<file path="config.mk">
export PLATFORM = sky130hd
export DESIGN_NAME = rect_compositor
export DESIGN_NICKNAME = d
export VERILOG_FILES = /design/src/rtl/rect_compositor.sv
export SDC_FILE = /design/constraint.sdc
export NUM_CORES = 1
export LEC_CHECK = 0
export CAP_MARGIN = 20
export CORE_MARGIN = 2
export CORE_UTILIZATION = 55
export DETAILED_ROUTE_END_ITERATION = 10
export GPL_ROUTABILITY_DRIVEN = 0
export PLACE_DENSITY = 0.7
export SLEW_MARGIN = 5
export SYNTH_ARGS = -nofsm -noshare
export SYNTH_HDL_FRONTEND = slang
export SYNTH_SLANG_ARGS = --single-unit
</file>
<file path="constraint.sdc">
create_clock -name PixelClk -period 3.6 [get_ports PixelClk]
set_input_delay 0.72 -clock PixelClk [delete_from_list [all_inputs] [get_ports PixelClk]]
set_output_delay 0.72 -clock PixelClk [all_outputs]
set_load 0.05 [all_outputs]
</file>
<file path="src/rtl/rect_compositor.sv">
// Multi-rectangle RGB565 compositor for the LCD test path, shadow/active banks.
// Optional define RECT_BLINK_EN adds a 6-bit frame counter driving ctrl bit1 blink.
module rect_compositor #(
    parameter int          NUM_RECTS = 4,
    parameter int          COORD_W   = 16,
    parameter logic [15:0] BG_COLOR  = 16'h0000
) (
    input  logic               PixelClk,
    input  logic               nRST,
    input  logic [COORD_W-1:0] PixelCount,
    input  logic [COORD_W-1:0] LineCount,
    input  logic               DE_in,
    input  logic               frame_start,
    input  logic               cfg_we,
    input  logic [3:0]         cfg_idx,
    input  logic [2:0]         cfg_field,
    input  logic [COORD_W-1:0] cfg_data,
    output logic               DE_out,
    output logic [4:0]         LCD_R,
    output logic [5:0]         LCD_G,
    output logic [4:0]         LCD_B
);

    logic [COORD_W-1:0] r_sh_x0  [NUM_RECTS];
    logic [COORD_W-1:0] r_sh_x1  [NUM_RECTS];
    logic [COORD_W-1:0] r_sh_y0  [NUM_RECTS];
    logic [COORD_W-1:0] r_sh_y1  [NUM_RECTS];
    logic [15:0]        r_sh_col [NUM_RECTS];
    logic [1:0]         r_sh_ctrl[NUM_RECTS];

    logic [COORD_W-1:0] r_ac_x0  [NUM_RECTS];
    logic [COORD_W-1:0] r_ac_x1  [NUM_RECTS];
    logic [COORD_W-1:0] r_ac_y0  [NUM_RECTS];
    logic [COORD_W-1:0] r_ac_y1  [NUM_RECTS];
    logic [15:0]        r_ac_col [NUM_RECTS];
    logic [1:0]         r_ac_ctrl[NUM_RECTS];

    logic [NUM_RECTS-1:0] w_sel;
    logic [NUM_RECTS-1:0] w_en;
    logic [NUM_RECTS-1:0] w_hit;
    logic [NUM_RECTS-1:0] r_hit;
    logic                 r_de1;
    logic [15:0]          w_cfg_col;
    logic [15:0]          w_col;

    assign w_cfg_col = 16'(cfg_data);

    // Out-of-range indices match no slot, so they are dropped silently.
    always_comb begin
        w_sel = '0;
        for (int i = 0; i < NUM_RECTS; i++) begin
            w_sel[i] = cfg_we && (cfg_idx == 4'(i));
        end
    end

    always_ff @(posedge PixelClk or negedge nRST) begin
        if (!nRST) begin
            for (int i = 0; i < NUM_RECTS; i++) begin
                r_sh_x0[i]   <= '0;
                r_sh_x1[i]   <= '0;
                r_sh_y0[i]   <= '0;
                r_sh_y1[i]   <= '0;
                r_sh_col[i]  <= '0;
                r_sh_ctrl[i] <= '0;
            end
        end else begin
            for (int i = 0; i < NUM_RECTS; i++) begin
                if (w_sel[i]) begin
                    case (cfg_field)
                        3'd0:    r_sh_x0[i]   <= cfg_data;
                        3'd1:    r_sh_x1[i]   <= cfg_data;
                        3'd2:    r_sh_y0[i]   <= cfg_data;
                        3'd3:    r_sh_y1[i]   <= cfg_data;
                        3'd4:    r_sh_col[i]  <= w_cfg_col;
                        3'd5:    r_sh_ctrl[i] <= cfg_data[1:0];
                        default: ;
                    endcase
                end
            end
        end
    end

    // Copy samples pre-edge shadow, so a coincident write waits a frame.
    always_ff @(posedge PixelClk or negedge nRST) begin
        if (!nRST) begin
            for (int i = 0; i < NUM_RECTS; i++) begin
                r_ac_x0[i]   <= '0;
                r_ac_x1[i]   <= '0;
                r_ac_y0[i]   <= '0;
                r_ac_y1[i]   <= '0;
                r_ac_col[i]  <= '0;
                r_ac_ctrl[i] <= '0;
            end
        end else if (frame_start) begin
            for (int i = 0; i < NUM_RECTS; i++) begin
                r_ac_x0[i]   <= r_sh_x0[i];
                r_ac_x1[i]   <= r_sh_x1[i];
                r_ac_y0[i]   <= r_sh_y0[i];
                r_ac_y1[i]   <= r_sh_y1[i];
                r_ac_col[i]  <= r_sh_col[i];
                r_ac_ctrl[i] <= r_sh_ctrl[i];
            end
        end
    end

`ifdef RECT_BLINK_EN
    logic [5:0] r_fcnt;

    always_ff @(posedge PixelClk or negedge nRST) begin
        if (!nRST) begin
            r_fcnt <= '0;
        end else if (frame_start) begin
            r_fcnt <= r_fcnt + 6'd1;
        end
    end

    always_comb begin
        w_en = '0;
        for (int i = 0; i < NUM_RECTS; i++) begin
            w_en[i] = r_ac_ctrl[i][0] & ~(r_ac_ctrl[i][1] & r_fcnt[5]);
        end
    end
`else
    logic w_unused_blink;

    always_comb begin
        w_en           = '0;
        w_unused_blink = 1'b0;
        for (int i = 0; i < NUM_RECTS; i++) begin
            w_en[i]        = r_ac_ctrl[i][0];
            w_unused_blink = w_unused_blink ^ r_ac_ctrl[i][1];
        end
    end
`endif

    always_comb begin
        w_hit = '0;
        for (int i = 0; i < NUM_RECTS; i++) begin
            w_hit[i] = w_en[i]
                     && (PixelCount >= r_ac_x0[i])
                     && (PixelCount <  r_ac_x1[i])
                     && (LineCount  >= r_ac_y0[i])
                     && (LineCount  <  r_ac_y1[i]);
        end
    end

    always_ff @(posedge PixelClk or negedge nRST) begin
        if (!nRST) begin
            r_hit <= '0;
            r_de1 <= 1'b0;
        end else begin
            r_hit <= w_hit;
            r_de1 <= DE_in;
        end
    end

    // Walk from the highest index down so index 0 ends up winning.
    always_comb begin
        w_col = BG_COLOR;
        for (int i = NUM_RECTS - 1; i >= 0; i--) begin
            if (r_hit[i]) begin
                w_col = r_ac_col[i];
            end
        end
        if (!r_de1) begin
            w_col = 16'h0000;
        end
    end

    always_ff @(posedge PixelClk or negedge nRST) begin
        if (!nRST) begin
            DE_out <= 1'b0;
            LCD_R  <= '0;
            LCD_G  <= '0;
            LCD_B  <= '0;
        end else begin
            DE_out <= r_de1;
            LCD_R  <= w_col[15:11];
            LCD_G  <= w_col[10:5];
            LCD_B  <= w_col[4:0];
        end
    end

endmodule
</file>
==> summary.rpt, run 1 <==
PHYSICAL IMPLEMENTATION REPORT
----------------------------------------------------
[Run status]
  Run status ........................ finished clean

[Yosys]
  Post-synthesis cell type with the largest instance count ........................ dfrtp_1
  Dominant cell type by area after synthesis ........................ dfrtp_1
  Net count after synthesis ........................ 2982
  Area contributors post-synth ........................ dfrtp_1 (54%), mux2_2 (15%), ha_1 (10%)
  Avg Inst Size Synth ........................ 11.5 um^2
  Warnings from Yosys ........................ 0
  Flip-flops with a built-in enable ........................ 0
  Share of the synthesized area in the top cell type ........................ 54.5%
  Cell Area, Synth ........................ 30800 um^2
  Portion of the post-synthesis area used by sequential elements ........................ 54.5%
  Yosys cell types ........................ 51
  Ys flop type ........................ dfrtp_1
  Ys flops ........................ 670
  Cell total in the yosys stat output ........................ 2674

[Min path]
  Kind of path behind the tightest hold check ........................ in2async

[Power and ir drop]
  Cell leakage power ........................ 16.7 nW
  Sw Pwr ........................ 4.55 mW
  Maximum VDD drop ........................ 0.000334 V
  Comb pwr share ........................ 12.1%
  Share of power burned in registers ........................ 47.6%
  Post-route total power ........................ 17.7 mW

[Place]
  Worst slack after detailed placement ........................ 0.111 ns
  Cell area reported after detailed placement ........................ 32900 um^2
  Estimated wirelength of the detail-placed design ........................ 52000 um
  DP Cell Count ........................ 3473

[Die]
  Std cell rows ........................ 86
  Die extent in y ........................ 241 um
  Horizontal die dimension ........................ 241 um
  Starting utilization of the core area ........................ 55.8%

[Finish]
  Non-clock buffer share of cell area ........................ 4.87%
  Commonest Layout Cell ........................ dfrtp_1
  Proportion of layout cells with a drive suffix above 1 ........................ 22.4%
  Register share of the cell area ........................ 47.7%
  Non-filler cells, final ........................ 3597
  Net count, final ........................ 3106
  Register cell area after layout ........................ 16800 um^2
  Final standard cell utilization of the core ........................ 63.7%
  Number of flip-flops and latches ........................ 670
  Multi-input gate area in the final layout ........................ 12500 um^2
  Most common logic cells in the final layout ........................ dfrtp_1 (670), mux2_2 (407), nand2_1 (307)
  Antenna fix cells ........................ 0
  Clock buffer and inverter area fraction after layout ........................ 6.46%
  Fill cell total of the finished layout ........................ 4151
  Non-clock inverter count in the final layout ........................ 243
  Layout clock buffer count ........................ 94

[GRT]
  Leftover overflow at the end of global routing ........................ 0
  Number of antenna violations at the first check in global routing ........................ 0
  Global-route wire length before repair ........................ 121000 um
  Number of global-route vias before repair ........................ 21400

[Worst setup path]
  Arr. time, crit path ........................ 3.46 ns
  Reg-to-reg setup timing slack ........................ 1.23 ns
  Setup crit start kind ........................ input port
  Kind of critical path ........................ in2reg
  CP Data Required Time ........................ 4.07 ns
  Crit Path Max Fanout ........................ 8

[Clock network]
  CTS tree ........................ done
  Htree depth ........................ 3
  Root Buffer ........................ clkbuf_16
  Post-CTS setup-driven buffer insertion count ........................ 0
  CTS-repair resized insts ........................ 0
  # hold bufs at CTS ........................ 0
  Maximum root-to-sink buffer count ........................ 3
  Total CTS buffers ........................ 71

[Flow run]
  Max-cap violation count ........................ 0

[Timing]
  Smallest hold slack ........................ 0.225 ns
  RSZ-0062 raised after global routing ........................ no
  Worst slew margin ........................ 21.3%
  Total count of max-transition violations in the final report ........................ 0
  Final hold violation count ........................ 0
  Part of the cycle the worst path needs ........................ 83.0%
  Worst setup skew after layout ........................ 0.0260 ns

[Drt]
  DRC violation count after routing ........................ 0
  Count of antenna-violating nets left after detailed routing ........................ 0

----------------------------------------------------
-- run 1: sequential cells by signal, indices dropped and copies added (netlist names) --
name and count:
r_ac_ctrl 4, r_sh_x1 64, r_hit 4, r_sh_col 64
r_ac_y0 64, LCD_B 5, r_sh_ctrl 4, r_ac_x0 64
r_ac_col 64, LCD_G 6, r_de1 1, r_sh_y1 64
r_ac_x1 64, DE_out 1, LCD_R 5, r_sh_x0 64
r_sh_y0 64, r_ac_y1 64
-- run 1: final timing paths --
path	startpoint	cells after the start	endpoint
max	LineCount[15]	8	r_hit[3]
min	nRST	1	r_ac_x1[52]
min in group PixelClk	r_sh_x0[63]	2	r_ac_x0[63]
min reg2reg	r_sh_x0[63]	2	r_ac_x0[63]
max in group asynchronous	nRST	2	r_ac_y0[13]
max reg2reg	r_ac_y1[15]	8	r_hit[3]
-- run 1: logic make-up (layout without fill, tap and decap cells) --
group / Yosys count / count (layout) / synth area share (%)
simple gates: 498 / 498 / 7.21
mux: 407 / 407 / 14.9
flops: 670 / 670 / 54.5
compound gates: 477 / 477 / 8.56
buf+inv: 374 / 549 / 4.81
fa+ha+maj: 248 / 248 / 10.1
-- run 1: power by group through the flow --
stage	combinational, mW	sequential [mW]	clock, mW
4_1_cts	2.14	8.42	7.26
6_report	2.14	8.42	7.15
2_1_floorplan	1.29	8.47	0
3_5_place_dp	2.12	8.55	0
5_1_grt	2.43	8.49	7.59
3_3_place_gp	2.02	8.52	0
-- run 1: metal layers --
layer  share of wire, %  track usage [%]
met5                  0                0
met4                2.1             7.83
met3                6.5             5.46
met2                 45             42.2
met1                 47             40.0
-- run 1: worst max-delay path, cell delays in order --
cell and delay (ns):
clkdlybuf4s50_1 0.70, ha_1 0.48, nand4_1 0.32, nor3_1 0.63, nand2_1 0.21, nand4_1 0.19
a311o_1 0.15, nor4_1 0.05
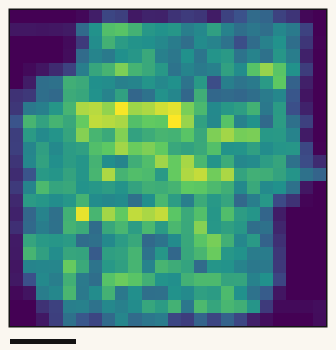
(run_1/wire_density.png)
The bar under the picture is 50 um long. The die is cut into 24 by 24 equal tiles; dark purple is low, yellow is high, scaled to the fullest tile. Values are wire area over tile area, all layers added.
densest ninth of the die: center
emptiest ninth of the die: lower right
tiles over half the peak: 45%
Routed wire per std cell: 21.1 um
Vias: 20400
aggregate global-route resource usage: 27.5%
Total Routed Length: 75900 um

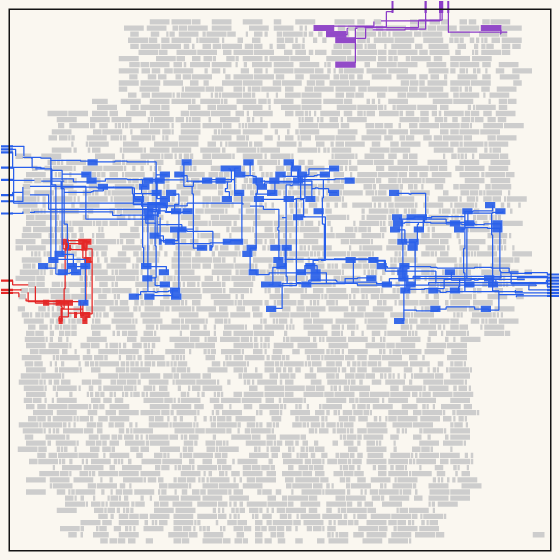
(run_1/port_nets.png)
[blue] `LineCount` | bits: 16 | direction: input | end cells: 124 | buffers: 22 | wire: 3310 um
[red] `cfg_field` | bits: 3 | direction: input | end cells: 13 | buffers: 3 | wire: 309 um
[purple] `LCD_R` | bits: 5 | direction: output | end cells: 5 | buffers: 5 | wire: 216 um
I/O Pins: 77
number of port buffers: 76

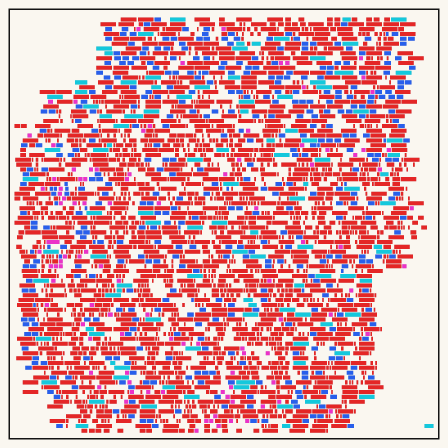
(run_1/drive_strength.png)
[cyan] drive 6 and up | cells: 106 | most used: clkbuf_16
[magenta] drive 3 to 4 | cells: 101 | most used: buf_4
[red] drive 1 or less | cells: 2210 | most used: dfrtp_1
[blue] drive 2 | cells: 432 | most used: mux2_2
setup slack after layout: 0.611 ns
post-synthesis to final-layout area growth: 14.1%
area of all placed cells without fillers: 35100 um^2
layout buffer count excluding clock buffers: 182

--- run 2 (diff from run 1) ---
PLACE_DENSITY = 0.73   (was 0.7)
clock period = 2.7 ns   (was 3.6 ns; I/O delays follow)
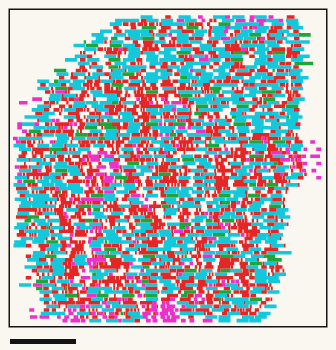
(run_2/cell_classes.png)
The bar under the picture is 50 um long.
[cyan] flip-flops | cells: 670 | share of their area: 48%
[green] clock drivers and dummy loads | cells: 125 | share of their area: 6.7%
[red] all other logic | cells: 1873 | share of their area: 38%
[magenta] other buffers and delay cells | cells: 250 | share of their area: 7.1%
area of all placed cells without fillers: 36000 um^2
std cell rows: 86
final standard cell utilization of the core: 65.2%
core area: 55200 um^2
register share of the cell area: 46.6%

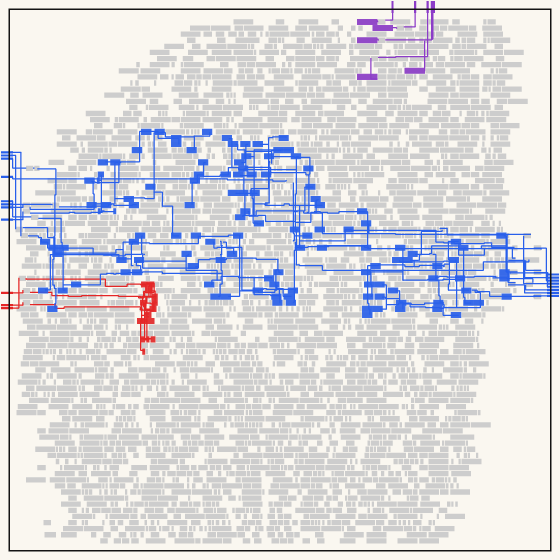
(run_2/port_nets.png)
[red] `cfg_field` | bits: 3 | direction: input | end cells: 13 | buffers: 6 | wire: 368 um
[purple] `LCD_R` | bits: 5 | direction: output | end cells: 5 | buffers: 5 | wire: 140 um
[blue] `LineCount` | bits: 16 | direction: input | end cells: 124 | buffers: 39 | wire: 3400 um

==> summary.rpt, run 2 <==
PHYSICAL IMPLEMENTATION REPORT
----------------------------------------------------
[Run status]
  Run status ........................ finished clean (unchanged)

[Flow run]
  Max-cap violation count ........................ 0 (unchanged)

[Power and ir drop]
  Cell leakage power ........................ 17.2 nW (was 16.7 nW)
  Post-route total power ........................ 24.0 mW (was 17.7 mW)
  Maximum VDD drop ........................ 0.000479 V (was 0.000334 V)

[Worst setup path]
  Setup crit start kind ........................ input port (unchanged)
  Kind of critical path ........................ in2reg (unchanged)
  Crit Path Max Fanout ........................ 4 (was 8)
  Arr. time, crit path ........................ 3.02 ns (was 3.46 ns)
  Critical path origin ........................ LineCount[13] (was LineCount[15])
  Origin of the critical flop-to-flop path ........................ r_ac_x1[29] (was r_ac_y1[15])
  CP Data Required Time ........................ 3.18 ns (was 4.07 ns)

[Finish]
  Net count, final ........................ 3173 (was 3106)
  Fill cell total of the finished layout ........................ 4085 (was 4151)
  Antenna fix cells ........................ 0 (unchanged)
  Commonest Layout Cell ........................ dfrtp_1 (unchanged)
  Proportion of layout cells with a drive suffix above 1 ........................ 24.2% (was 22.4%)
  Most common logic cells in the final layout ........................ dfrtp_1 (670), mux2_2 (407), nand2_1 (307) (unchanged)
  Non-filler cells, final ........................ 3666 (was 3597)
  Post-synthesis to final-layout area growth ........................ 17.0% (was 14.1%)

[GRT]
  Leftover overflow at the end of global routing ........................ 0 (unchanged)
  Number of global-route vias before repair ........................ 22100 (was 21400)
  Number of antenna violations at the first check in global routing ........................ 4 (was 0)
  Aggregate global-route resource usage ........................ 27.6% (was 27.5%)
  Global-route wire length before repair ........................ 122000 um (was 121000 um)

[Clock network]
  Htree depth ........................ 3 (unchanged)
  Total CTS buffers ........................ 70 (was 71)
  Maximum root-to-sink buffer count ........................ 3 (unchanged)
  Clock edge transition at the registers on the reported setup and hold paths ........................ 0.06 ns (about the same)
  Root Buffer ........................ clkbuf_16 (unchanged)
  CTS tree ........................ done (unchanged)

[Drt]
  DRC violation count after routing ........................ 0 (unchanged)
  Vias ........................ 21000 (was 20400)
  Routed wire per std cell ........................ 21.0 um (was 21.1 um)
  Count of antenna-violating nets left after detailed routing ........................ 0 (unchanged)
  Detailed router's first-iteration violation count ........................ 1760 (was 1616)
  Total Routed Length ........................ 76900 um (was 75900 um)

[Yosys]
  Warnings from Yosys ........................ 0 (unchanged)
  Yosys cell types ........................ 51 (unchanged)
  Post-synthesis cell type with the largest instance count ........................ dfrtp_1 (unchanged)
  Ys flops ........................ 670 (unchanged)
  Net count after synthesis ........................ 2982 (unchanged)
  Cell Area, Synth ........................ 30800 um^2 (unchanged)
  AND/OR/NAND/NOR Cells, Area Fraction ........................ 7.21% (unchanged)
  Portion of the post-synthesis area used by sequential elements ........................ 54.5% (unchanged)
  XORs/XNORs by Area ........................ 0% (unchanged)
  Dominant cell type by area after synthesis ........................ dfrtp_1 (unchanged)
  Area fraction in compound gates ........................ 8.56% (unchanged)
  Share of the synthesized area in the top cell type ........................ 54.5% (unchanged)
  Dominant kind of combinational cell ........................ multiplexers (unchanged)
  Flip-flops with a built-in enable ........................ 0 (unchanged)
  Adder-cell share of the synthesized area ........................ 10.1% (unchanged)
  Mux frac, synth ........................ 14.9% (unchanged)
  Cell total in the yosys stat output ........................ 2674 (unchanged)
  Area contributors post-synth ........................ dfrtp_1 (54%), mux2_2 (15%), ha_1 (10%) (unchanged)
  Avg Inst Size Synth ........................ 11.5 um^2 (unchanged)

[Place]
  Cell area reported after detailed placement ........................ 33600 um^2 (was 32900 um^2)
  DP Cell Count ........................ 3540 (was 3473)
  Worst slack after detailed placement ........................ -0.636 ns (was 0.111 ns)
  Estimated wirelength of the detail-placed design ........................ 51800 um (was 52000 um)
  Number of port buffers ........................ 76 (unchanged)

[Die]
  Horizontal die dimension ........................ 241 um (unchanged)
  Starting utilization of the core area ........................ 55.8% (unchanged)
  Die extent in y ........................ 241 um (unchanged)
  I/O Pins ........................ 77 (unchanged)

[Min path]
  Kind of path behind the tightest hold check ........................ in2reg (was in2async)
  Beginning of the worst hold path ........................ frame_start

[Timing]
  Part of the cycle the worst path needs ........................ 94.1%
  Worst slew margin ........................ 61.0% (was 21.3%)
  Setup slack after layout ........................ 0.159 ns (was 0.611 ns)
  Final hold violation count ........................ 0 (unchanged)
  Smallest hold slack ........................ 0.336 ns (was 0.225 ns)
  Worst setup skew after layout ........................ 0.0235 ns (was 0.0260 ns)
  Total count of max-transition violations in the final report ........................ 0 (unchanged)

----------------------------------------------------
-- run 2: cell type report --
cell class / instances / area (um^2) / share of cell area (%)
clock buffers: 103 / 2080 / 5.77
clock inverters: 22 / 279 / 0.775
inverters: 243 / 912 / 2.53
multi-input cells: 1630 / 12500 / 34.8
flip-flops and latches: 670 / 16800 / 46.6
well taps: 748 / 936 / 2.60
repair buffers: 250 / 2490 / 6.92
-- run 2: power by group --
group	internal, mW	switching [mW]
Combinational	1.31	1.69
Sequential	10.9	0.356
Clock	5.76	4.03
-- run 2: metal layers --
metal	track usage, %	share of wire [%]	vias to the layer above
met3	6.30	7.1	159
met2	42.2	45	593
met4	13.2	4.3	2
met1	37.4	44	10700
li1	-	-	9540
met5	1.60	0.14	-
-- run 2: logic make-up after synthesis --
kind of cell             count (synthesis)
AND-OR/OR-AND                          477
adder cells (fa/ha/maj)                248
buffers and inverters                  374
flip-flops                             670
multiplexers                           407
AND/OR/NAND/NOR                        498
-- run 2: worst paths after layout --
| check | cells past startpoint | slack, ns | to |
|---|---|---|---|
| max | 8 | 0.16 | r_hit[2] |
| min in group asynchronous | 2 | 0.40 | r_sh_x0[46] |
| min | 3 | 0.34 | r_ac_y1[49] |
| max reg2reg | 8 | 0.28 | r_hit[2] |
| max in group asynchronous | 3 | 1.39 | r_sh_col[57] |
| min reg2reg | 2 | 0.47 | r_ac_y1[12] |
-- run 2: repair_timing --
item	in CTS	in global routing
resized	1	1
setup endpoints to repair	1	1
hold buffers	1	0
hold endpoints to repair	15	0
buffers inserted	0	0
-- run 2: critical path, cell delays in order --
cell and delay (ns):
clkdlybuf4s50_1 0.64, ha_1 0.30, a21oi_1 0.13, nor2b_1 0.05, o21ai_0 0.23, nand4_1 0.29, a2111oi_1 0.44, nor4bb_1 0.38
--- run 3 (diff from run 2) ---
ABC_AREA = 1   (was unset)
CTS_CLUSTER_DIAMETER = 50   (was unset)
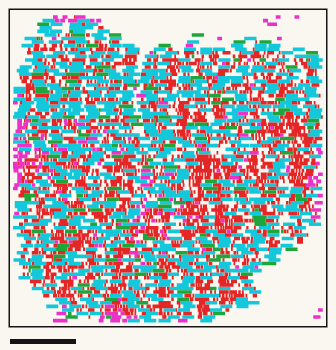
(run_3/cell_classes.png)
The bar under the picture is 50 um long.
[magenta] other buffers and delay cells | cells: 193 | share of their area: 5.5%
[cyan] flip-flops | cells: 670 | share of their area: 48%
[red] all other logic | cells: 2542 | share of their area: 38%
[green] clock drivers and dummy loads | cells: 140 | share of their area: 8.0%
register share of the cell area: 46.8%
area of all placed cells without fillers: 35800 um^2

==> summary.rpt, run 3 <==
PHYSICAL IMPLEMENTATION REPORT
----------------------------------------------------
[Run status]
  Run status ........................ finished clean (unchanged)

[Clock network]
  Clock edge transition at the registers on the reported setup and hold paths ........................ 0.06 ns (about the same)
  CTS tree ........................ done (unchanged)
  Maximum root-to-sink buffer count ........................ 3 (unchanged)
  # hold bufs at CTS ........................ 1 (unchanged)
  Total CTS buffers ........................ 77 (was 70)
  Post-CTS setup-driven buffer insertion count ........................ 0 (unchanged)
  CTS-repair resized insts ........................ 0 (was 1)

[Power and ir drop]
  Group drawing the most power ........................ clock (was sequential cells)
  Maximum VDD drop ........................ 0.000651 V (was 0.000479 V)
  Power of the clock network ........................ 11.3 mW (was 9.80 mW)
  Cell leakage power ........................ 17.1 nW (was 17.2 nW)
  Power of the sequential group ........................ 11.2 mW (about the same)
  Cell Pwr Density ........................ 713 nW/um^2 (was 667 nW/um^2)
  Post-route total power ........................ 25.5 mW (was 24.0 mW)
  Sw Pwr ........................ 6.58 mW (was 6.08 mW)
  Switching fraction of total power ........................ 25.8% (was 25.3%)
  Fraction of power consumed by the clock network ........................ 44.4% (was 40.8%)
  Comb pwr share ........................ 11.6% (was 12.5%)
  Share of power burned in registers ........................ 44.0% (was 46.7%)
  Internal power ........................ 18.9 mW (was 17.9 mW)

[GRT]
  Met2 demand-to-capacity share in global routing ........................ 45.1% (was 42.2%)
  Leftover overflow at the end of global routing ........................ 0 (unchanged)
  Met1 GRT Util ........................ 36.4% (was 37.4%)
  Aggregate global-route resource usage ........................ 27.4% (was 27.6%)
  Global-route wire length before repair ........................ 124000 um (was 122000 um)
  Number of global-route vias before repair ........................ 23800 (was 22100)
  Most heavily used metal layer in global routing ........................ met2 (unchanged)
  Number of antenna violations at the first check in global routing ........................ 2 (was 4)
  Met3 capacity usage during global routing ........................ 4.90% (was 6.30%)

[Timing]
  Final hold violation count ........................ 0 (unchanged)
  Worst slew margin ........................ 59.5% (was 61.0%)
  RSZ-0062 raised after global routing ........................ no (unchanged)
  Worst setup skew after layout ........................ 0.0243 ns (was 0.0235 ns)
  Total count of max-transition violations in the final report ........................ 0 (unchanged)
  Setup slack after layout ........................ 0.376 ns (was 0.159 ns)
  Smallest hold slack ........................ 0.200 ns (was 0.336 ns)

[Worst setup path]
  Chain of cells forming the critical path ........................ clkdlybuf4s50_1 (was clkdlybuf4s50_1 -> ha_1 -> a21oi_1 -> nor2b_1 -> o21ai_0 -> nand4_1 -> a2111oi_1 -> nor4bb_1)
  Kind of critical path ........................ reg2out (was in2reg)
  Reg-to-reg setup timing slack ........................ 0.85 ns (was 0.28 ns)
  Origin of the critical flop-to-flop path ........................ r_ac_x0[23] (was r_ac_x1[29])
  Worst r2r dst ........................ r_hit[2] (unchanged)
  CP top delay family ........................ buffers and inverters (was AND-OR/OR-AND gates)
  Master of the slowest instance on the critical path ........................ clkdlybuf4s50_1 (unchanged)
  Setup crit start kind ........................ register (was input port)
  Buffer-and-inverter tally for the worst setup path ........................ 1 (unchanged)
  Worst setup path endpoint ........................ LCD_B[1] (was r_hit[2])
  CP Data Required Time ........................ 2.16 ns (was 3.18 ns)
  Peak per-stage delay on the critical path ........................ 0.82 ns (was 0.64 ns)
  Path length in cells of the critical path ........................ 1 (was 8)

[Yosys]
  Flip-flops with a built-in enable ........................ 0 (unchanged)
  Ys flop type ........................ dfrtp_1 (unchanged)
  Cell total in the yosys stat output ........................ 3379 (was 2674)
  Share of the synthesized area in the top cell type ........................ 54.4% (was 54.5%)
  Post-synthesis cell type with the largest instance count ........................ nand2_1 (was dfrtp_1)
  Area contributors post-synth ........................ dfrtp_1 (54%), nand2_1 (11%), ha_1 (10%) (was dfrtp_1 (54%), mux2_2 (15%), ha_1 (10%))
  Yosys cell types ........................ 24 (was 51)
  Yosys-reported design area after synthesis ........................ 30800 um^2 (about the same)
  Warnings from Yosys ........................ 0 (unchanged)
  Avg Inst Size Synth ........................ 9.12 um^2 (was 11.5 um^2)
  Cell Area, Synth ........................ 30800 um^2 (about the same)
  Ys flops ........................ 670 (unchanged)
  Net count after synthesis ........................ 3687 (was 2982)
  Portion of the post-synthesis area used by sequential elements ........................ 54.4% (was 54.5%)

[Finish]
  Commonest Layout Cell ........................ nand2_1 (was dfrtp_1)
  Non-filler cells, final ........................ 4294 (was 3666)
  Fill cell total of the finished layout ........................ 4305 (was 4085)
  Post-synthesis to final-layout area growth ........................ 16.2% (was 17.0%)
  Net count, final ........................ 3792 (was 3173)
  Proportion of layout cells with a drive suffix above 1 ........................ 8.94% (was 24.2%)
  Most common logic cells in the final layout ........................ nand2_1 (899), dfrtp_1 (670), o21ai_0 (604) (was dfrtp_1 (670), mux2_2 (407), nand2_1 (307))

[Die]
  Horizontal die dimension ........................ 241 um (about the same)
  Starting utilization of the core area ........................ 55.8% (about the same)
  I/O Pins ........................ 77 (unchanged)
  Std cell rows ........................ 86 (unchanged)
  Die extent in y ........................ 241 um (about the same)

[Place]
  Worst slack after detailed placement ........................ -0.0833 ns (was -0.636 ns)
  Number of port buffers ........................ 76 (unchanged)
  DP Cell Count ........................ 4152 (was 3540)
  Cell area reported after detailed placement ........................ 33000 um^2 (was 33600 um^2)
  Estimated wirelength of the detail-placed design ........................ 50500 um (was 51800 um)

[Drt]
  Met2 layer wire length in the routed design ........................ 36400 um (was 34600 um)
  Vias ........................ 23400 (was 21000)
  Detailed router's first-iteration violation count ........................ 1931 (was 1760)
  M1 WL ........................ 32900 um (was 33500 um)
  Count of antenna-violating nets left after detailed routing ........................ 0 (unchanged)
  Total Routed Length ........................ 76300 um (was 76900 um)
  DRC violation count after routing ........................ 0 (unchanged)

[Flow run]
  Max-cap violation count ........................ 0 (unchanged)

[Min path]
  Kind of path behind the tightest hold check ........................ in2reg (unchanged)

----------------------------------------------------
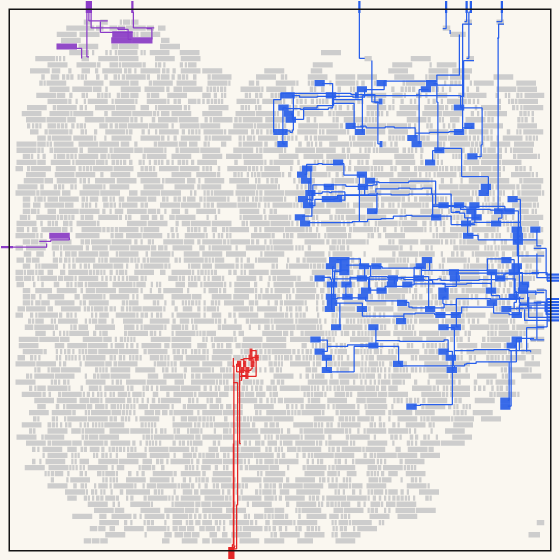
(run_3/port_nets.png)
[red] `cfg_field` | bits: 3 | direction: input | end cells: 9 | buffers: 3 | wire: 310 um
[blue] `LineCount` | bits: 16 | direction: input | end cells: 125 | buffers: 27 | wire: 2980 um
[purple] `LCD_R` | bits: 5 | direction: output | end cells: 5 | buffers: 5 | wire: 151 um

-- run 3: cell types whose count changed after synthesis, sizes merged, moves of 16 or more --
| cell | change |
|---|---|
| o21ai | +336 |
| inv | +141 |
| nand4 | -23 |
| nor2 | +37 |
| nand2 | +592 |
| a211oi | -16 |
| buf | +25 |
| a21o | -17 |
| a21oi | +44 |
| mux2 | -347 |
-- run 3: cells by family (layout without fill, tap and decap cells) --
kind of cell	count (synthesis)	in the layout	synth area share (%)
AND-OR/OR-AND	781	781	12.8
other	0	1	0
buffers and inverters	551	717	6.88
adder cells (fa/ha/maj)	248	248	10.1
AND/OR/NAND/NOR	1069	1069	13.6
flip-flops	670	670	54.4
multiplexers	60	60	2.19
-- run 3: final cells by class --
| cell class | count | area, um^2 | area share [%] |
|---|---|---|---|
| flip-flops and latches | 670 | 16800 | 46.8 |
| multi-input cells | 2158 | 11900 | 33.3 |
| clock buffers | 101 | 2200 | 6.15 |
| repair buffers | 193 | 1930 | 5.38 |
| inverters | 384 | 1440 | 4.03 |
| well taps | 748 | 936 | 2.61 |
| clock inverters | 39 | 602 | 1.68 |
| diodes | 1 | 2.50 | 0.00699 |
-- run 3: worst min-delay path by stage --
stage | cells past startpoint | start | to
floorplan | 0 | nRST | DE_out
global placement | 0 | r_de1 | DE_out
detailed placement | 0 | r_de1 | DE_out
CTS | 2 | frame_start | r_ac_y1[1]
global route | 2 | frame_start | r_ac_y1[1]
finish | 2 | frame_start | r_ac_y1[1]
-- run 3: worst reg2reg max path, stage by stage (launching register included) --
cell and delay, ns:
dfrtp_1 0.33, inv_1 0.05, ha_1 0.29, nand2_1 0.07, nor2_1 0.14, and2_1 0.15, nor2_1 0.04, nand2_1 0.09
nand2_1 0.07, nand2_1 0.22, nand3_1 0.13, nor3_1 0.17
Power figures rest on the tool's default switching activity, not on a simulated workload.
